==> images/layers.png <==
Scale: 6 px per um. Only two layers are drawn.
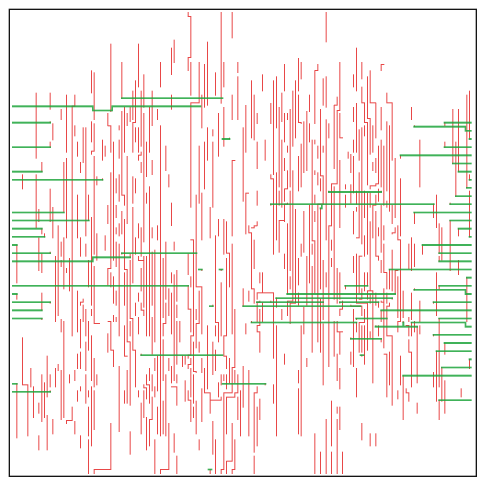
==> images/sizing.png <==
Scale: 6 px per um.
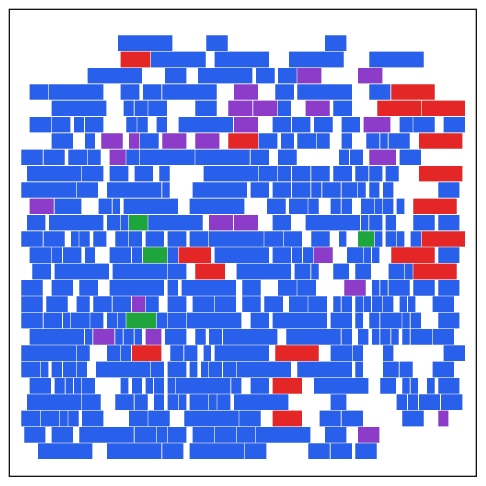
==> images/placed.png <==
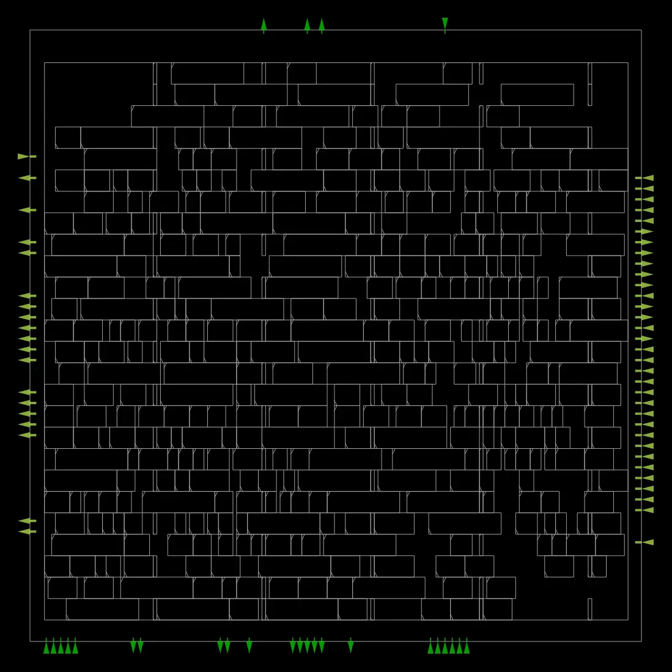
--- src/rtl/bypass_ctrl_unit.sv ---
`default_nettype none
//------------------------------------------------------------------------------
// Module      : bypass_ctrl_unit
// Description : Operand-forwarding control for a 5-stage MIPS-32 pipeline.
//               Tracks the destination register of the instructions in EXE,
//               MEM and WB. Produces one-hot 4:1 bypass-mux selects for the
//               rs and rt operands of the instruction in ID. Raises a
//               single-cycle load-use stall when a load in EXE feeds ID.
// Ports       : clk        - pipeline clock, rising edge
//               rst_n      - asynchronous active-low reset
//               ins        - IF_ID instruction word
//               ins_valid  - ins is a real instruction (0 = bubble)
//               flush      - ID instruction squashed, enters EXE as bubble
//               pipe_hold  - global freeze of the tracking registers
//               sig_a      - rs mux select (0001 RF, 0010 EXE, 0100 MEM, 1000 WB)
//               sig_b      - rt mux select (same encoding)
//               stall      - hold PC/IF_ID, insert bubble into EXE
//               stall_cnt  - saturating count of stall cycles since reset
// Revision    : 1.0 - initial release
//------------------------------------------------------------------------------
module bypass_ctrl_unit #(
  parameter int REG_AW     = 5,
  parameter int CNT_W      = 32,
  parameter int LOAD_STALL = 1
) (
  input  logic             clk,
  input  logic             rst_n,
  input  logic [31:0]      ins,
  input  logic             ins_valid,
  input  logic             flush,
  input  logic             pipe_hold,
  output logic [3:0]       sig_a,
  output logic [3:0]       sig_b,
  output logic             stall,
  output logic [CNT_W-1:0] stall_cnt
);

  localparam logic [5:0] c_op_rtype = 6'b000000;
  localparam logic [5:0] c_op_lw    = 6'b100011;
  localparam logic [5:0] c_op_jal   = 6'b000011;
  localparam logic [5:0] c_fn_jr    = 6'b001000;

  localparam logic [3:0] c_sel_rf  = 4'b0001;
  localparam logic [3:0] c_sel_exe = 4'b0010;
  localparam logic [3:0] c_sel_mem = 4'b0100;
  localparam logic [3:0] c_sel_wb  = 4'b1000;

  // Decode of the ID instruction
  logic [5:0]        w_op;
  logic [5:0]        w_funct;
  logic [REG_AW-1:0] w_rs;
  logic [REG_AW-1:0] w_rt;
  logic [REG_AW-1:0] w_rd;
  logic [REG_AW-1:0] w_dst;
  logic              w_wen;
  logic              w_ld;
  logic              w_unused;

  assign w_op     = ins[31:26];
  assign w_funct  = ins[5:0];
  assign w_rs     = REG_AW'(ins[25:21]);
  assign w_rt     = REG_AW'(ins[20:16]);
  assign w_rd     = REG_AW'(ins[15:11]);
  assign w_unused = ^ins[10:6];

  always_comb begin
    w_dst = '0;
    w_wen = 1'b0;
    w_ld  = 1'b0;
    if (w_op == c_op_rtype) begin
      w_dst = w_rd;
      w_wen = (w_funct != c_fn_jr);
    end else if (w_op[5:3] == 3'b001) begin
      // addi, addiu, slti, sltiu, andi, ori, xori, lui
      w_dst = w_rt;
      w_wen = 1'b1;
    end else if (w_op == c_op_lw) begin
      w_dst = w_rt;
      w_wen = 1'b1;
      w_ld  = 1'b1;
    end else if (w_op == c_op_jal) begin
      w_dst = REG_AW'(5'd31);
      w_wen = 1'b1;
    end
    // $0 is hard-wired; a write to it never produces forwardable data
    if (w_dst == '0) begin
      w_wen = 1'b0;
      w_ld  = 1'b0;
    end
  end

  // Tracking registers for EXE, MEM, WB
  logic [REG_AW-1:0] r_exe_dst, r_mem_dst, r_wb_dst;
  logic              r_exe_wen, r_mem_wen, r_wb_wen;
  logic              r_exe_ld,  r_mem_ld,  r_wb_ld;
  logic [CNT_W-1:0]  r_stall_cnt;
  logic              w_stall;
  logic              w_bubble;

  assign w_bubble = !ins_valid || flush || w_stall;

  always_ff @(posedge clk or negedge rst_n) begin
    if (!rst_n) begin
      r_exe_dst <= '0;
      r_exe_wen <= 1'b0;
      r_exe_ld  <= 1'b0;
      r_mem_dst <= '0;
      r_mem_wen <= 1'b0;
      r_mem_ld  <= 1'b0;
      r_wb_dst  <= '0;
      r_wb_wen  <= 1'b0;
      r_wb_ld   <= 1'b0;
    end else if (!pipe_hold) begin
      r_wb_dst  <= r_mem_dst;
      r_wb_wen  <= r_mem_wen;
      r_wb_ld   <= r_mem_ld;
      r_mem_dst <= r_exe_dst;
      r_mem_wen <= r_exe_wen;
      r_mem_ld  <= r_exe_ld;
      r_exe_dst <= w_bubble ? '0 : w_dst;
      r_exe_wen <= w_bubble ? 1'b0 : w_wen;
      r_exe_ld  <= w_bubble ? 1'b0 : w_ld;
    end
  end

  always_ff @(posedge clk or negedge rst_n) begin
    if (!rst_n) begin
      r_stall_cnt <= '0;
    end else if (!pipe_hold && w_stall && (r_stall_cnt != '1)) begin
      r_stall_cnt <= r_stall_cnt + 1'b1;
    end
  end

  // Load-use: the loaded value only exists after MEM, so ID must wait a cycle
  assign w_stall = (LOAD_STALL != 0) && ins_valid && !flush &&
                   r_exe_wen && r_exe_ld && (r_exe_dst != '0) &&
                   ((r_exe_dst == w_rs) || (r_exe_dst == w_rt));

  // Per-operand select, youngest producer wins
  logic [REG_AW-1:0] w_src [2];
  logic [3:0]        w_sel [2];

  assign w_src[0] = w_rs;
  assign w_src[1] = w_rt;

  for (genvar gi = 0; gi < 2; gi++) begin : g_sel
    always_comb begin
      w_sel[gi] = c_sel_rf;
      if (w_src[gi] == '0) begin
        w_sel[gi] = c_sel_rf;
      end else if (r_exe_wen && (r_exe_dst == w_src[gi]) && !r_exe_ld) begin
        w_sel[gi] = c_sel_exe;
      end else if (r_exe_wen && (r_exe_dst == w_src[gi]) && w_stall) begin
        // ID is squashed and re-evaluated next cycle; value irrelevant
        w_sel[gi] = c_sel_rf;
      end else if (r_mem_wen && (r_mem_dst == w_src[gi])) begin
        w_sel[gi] = c_sel_mem;
      end else if (r_wb_wen && (r_wb_dst == w_src[gi])) begin
        w_sel[gi] = c_sel_wb;
      end
    end
  end

  assign sig_a     = w_sel[0];
  assign sig_b     = w_sel[1];
  assign stall     = w_stall;
  assign stall_cnt = r_stall_cnt;

endmodule
`default_nettype wire

--- config.mk ---
export PLATFORM = sky130hd
export DESIGN_NAME = bypass_ctrl_unit
export DESIGN_NICKNAME = d
export VERILOG_FILES = /design/src/rtl/bypass_ctrl_unit.sv
export SDC_FILE = /design/constraint.sdc
export NUM_CORES = 1
export LEC_CHECK = 0
export CAP_MARGIN = 25
export CORE_MARGIN = 1.5
export CORE_UTILIZATION = 53
export CTS_CLUSTER_SIZE = 10
export DETAILED_ROUTE_END_ITERATION = 16
export PLACE_DENSITY = 0.93
export SLEW_MARGIN = 5
export SYNTH_ARGS = -nofsm -noshare
export SYNTH_HDL_FRONTEND = slang
export SYNTH_SLANG_ARGS = --single-unit
--- constraint.sdc ---
create_clock -name clk -period 4 [get_ports clk]
set_input_delay 0.8 -clock clk [delete_from_list [all_inputs] [get_ports clk]]
set_output_delay 0.8 -clock clk [all_outputs]
set_load 0.1 [all_outputs]
==> CHANGELOG.md <==
## Flow update

* Outcome: finished, final reports clean
* Post-layout util at 75.5%
* DP Worst Slack at 0.425 ns
* Number of global-route vias before repair at 2453
* Rel. slew slack at 32.4%
* Reg2reg start: stall_cnt[0]
* Vias/cell at 5.74
* CP peak stage delay at 0.61 ns
* Root Buffer: clkbuf_8
* Final hold violations at 0
* Fp util at 56.3%
* Gp weighted congestion at 0.871
* RSZ-0062 raised after global routing: false
* Critical Path End Type: output pin
* Detail Placement HPWL at 5370 um
* Overall Global Routing Usage at 25.0%
* H-Tree Depth at 2
* Commonest Layout Cell: clkdlybuf4s50_1
* Post-layout period usage at 90.2%
* Top cells by area: dfrtp_1 43%, xor2_1 14%, mux2_2 4.6%, xnor2_1 4.2%, nor3_1 3.4%
* Storage cell area at 1280 um^2
* Syn_area_per_cell at 9.70 um^2
* Number of remaining DRC errors at 0
* Flop pwr share at 56.2%
* Final min period at 3.61 ns
* Switching share of power at 24.4%
* Post-synth regs at 51
* Antenna Cells at 0
* Placed cell count at 442
* Cell area power density at 237 nW/um^2
* Yosys warning count at 0
* Most frequent cells in the layout: 62 x clkdlybuf4s50_1, 51 x dfrtp_1, 47 x xor2_1
Back to the opening pictures, layers.png:
M2 -> red  # wire length 3370 um
M3 -> green  # wire length 559 um

Back to the opening pictures, sizing.png:
x6 and larger -> red  # cells 17
x1 and smaller -> blue  # cells 334
x2 -> purple  # cells 24
x3 and x4 -> green  # cells 4

Back to the opening pictures, placed.png:
FFs & Latches: 51
Cell Rows: 26

==> cells in the mapped netlist, drive strengths merged (3+ instances only) <==
cell type and number:
a22o 5, or4 3, xor2 47, xnor2 14, o21ai 13, nor3 21
buf 3, nand4 8, or4b 3, nor4b 4, and3 5, mux2 12
nand3 19, nor4 14, nor2b 4, or3 3, nor3b 5, inv 6
nor2 24, and2 3, clkbuf 4, dfrtp 51, a21oi 4, nand2 20
==> cell families after synthesis <==
family / after synthesis / synth area share (%)
adders and majority gates: 1 / 0.424
xor gates and xnor gates: 61 / 18.1
AOI/OAI and AO/OA: 27 / 5.81
muxes: 12 / 4.58
buffers and inverters: 13 / 1.78
DFF: 51 / 43.3
and+or+nand+nor: 139 / 26.0
==> layout make-up <==
class	instances	area share, %
clock buffers	6	2.09
clock inverters	1	0.127
inverters	6	0.569
multi-input cells	240	41.3
flip-flops and latches	51	32.3
well taps	70	2.21
repair buffers	75	21.4
==> per-layer routing <==
metal	wire, um	global-route usage (%)	vias up
li1	-	-	1234
met1	3070	32.6	1243
met2	3370	40.4	90
met3	559	6.47	11
met4	110	8.00	0
met5	0	0	-
==> registers in the layout, indices dropped and copies added (netlist names) <==
register / cells
stall_cnt: 32
r_exe_wen: 1
r_exe_dst: 5
r_wb_dst: 5
r_mem_wen: 1
r_mem_dst: 5
r_exe_ld: 1
r_wb_wen: 1
==> worst register-to-register path, cell delays in order, from the launching register on <==
cell,delay (ns)
dfrtp_1,0.42
ha_1,0.31
inv_1,0.12
nor4_1,0.48
nand2_1,0.22
nor3_2,0.72
nor4b_1,0.17
xor2_1,0.18
==> through the flow <==
stage / hold slack [ns] / area (um^2)
finish: 0.463 / 3960
CTS: 0.471 / 3960
global route: 0.488 / 3960
global placement: 0.482 / 3830
floorplan: 0.473 / 2960
detailed placement: 0.489 / 3870
==> power by group through the flow <==
stage	combinational (mW)	sequential, mW	clock, mW
2_1_floorplan	0.0371	0.548	0
3_3_place_gp	0.107	0.537	0
3_5_place_dp	0.112	0.537	0
4_1_cts	0.113	0.527	0.309
5_1_grt	0.122	0.528	0.329
6_report	0.112	0.527	0.299
==> worst max-delay path by stage <==
stage          slack (ns)       end  cells after the start
6_report             0.39  sig_a[0]                      8
5_1_grt              0.20  sig_b[0]                      8
4_1_cts              0.41  sig_a[0]                      8
3_5_place_dp         0.42  sig_b[0]                      8
3_3_place_gp         0.44  sig_a[0]                      8
2_1_floorplan        0.38     stall                      2
No activity file was given, so power comes from the tool's default toggle rates.
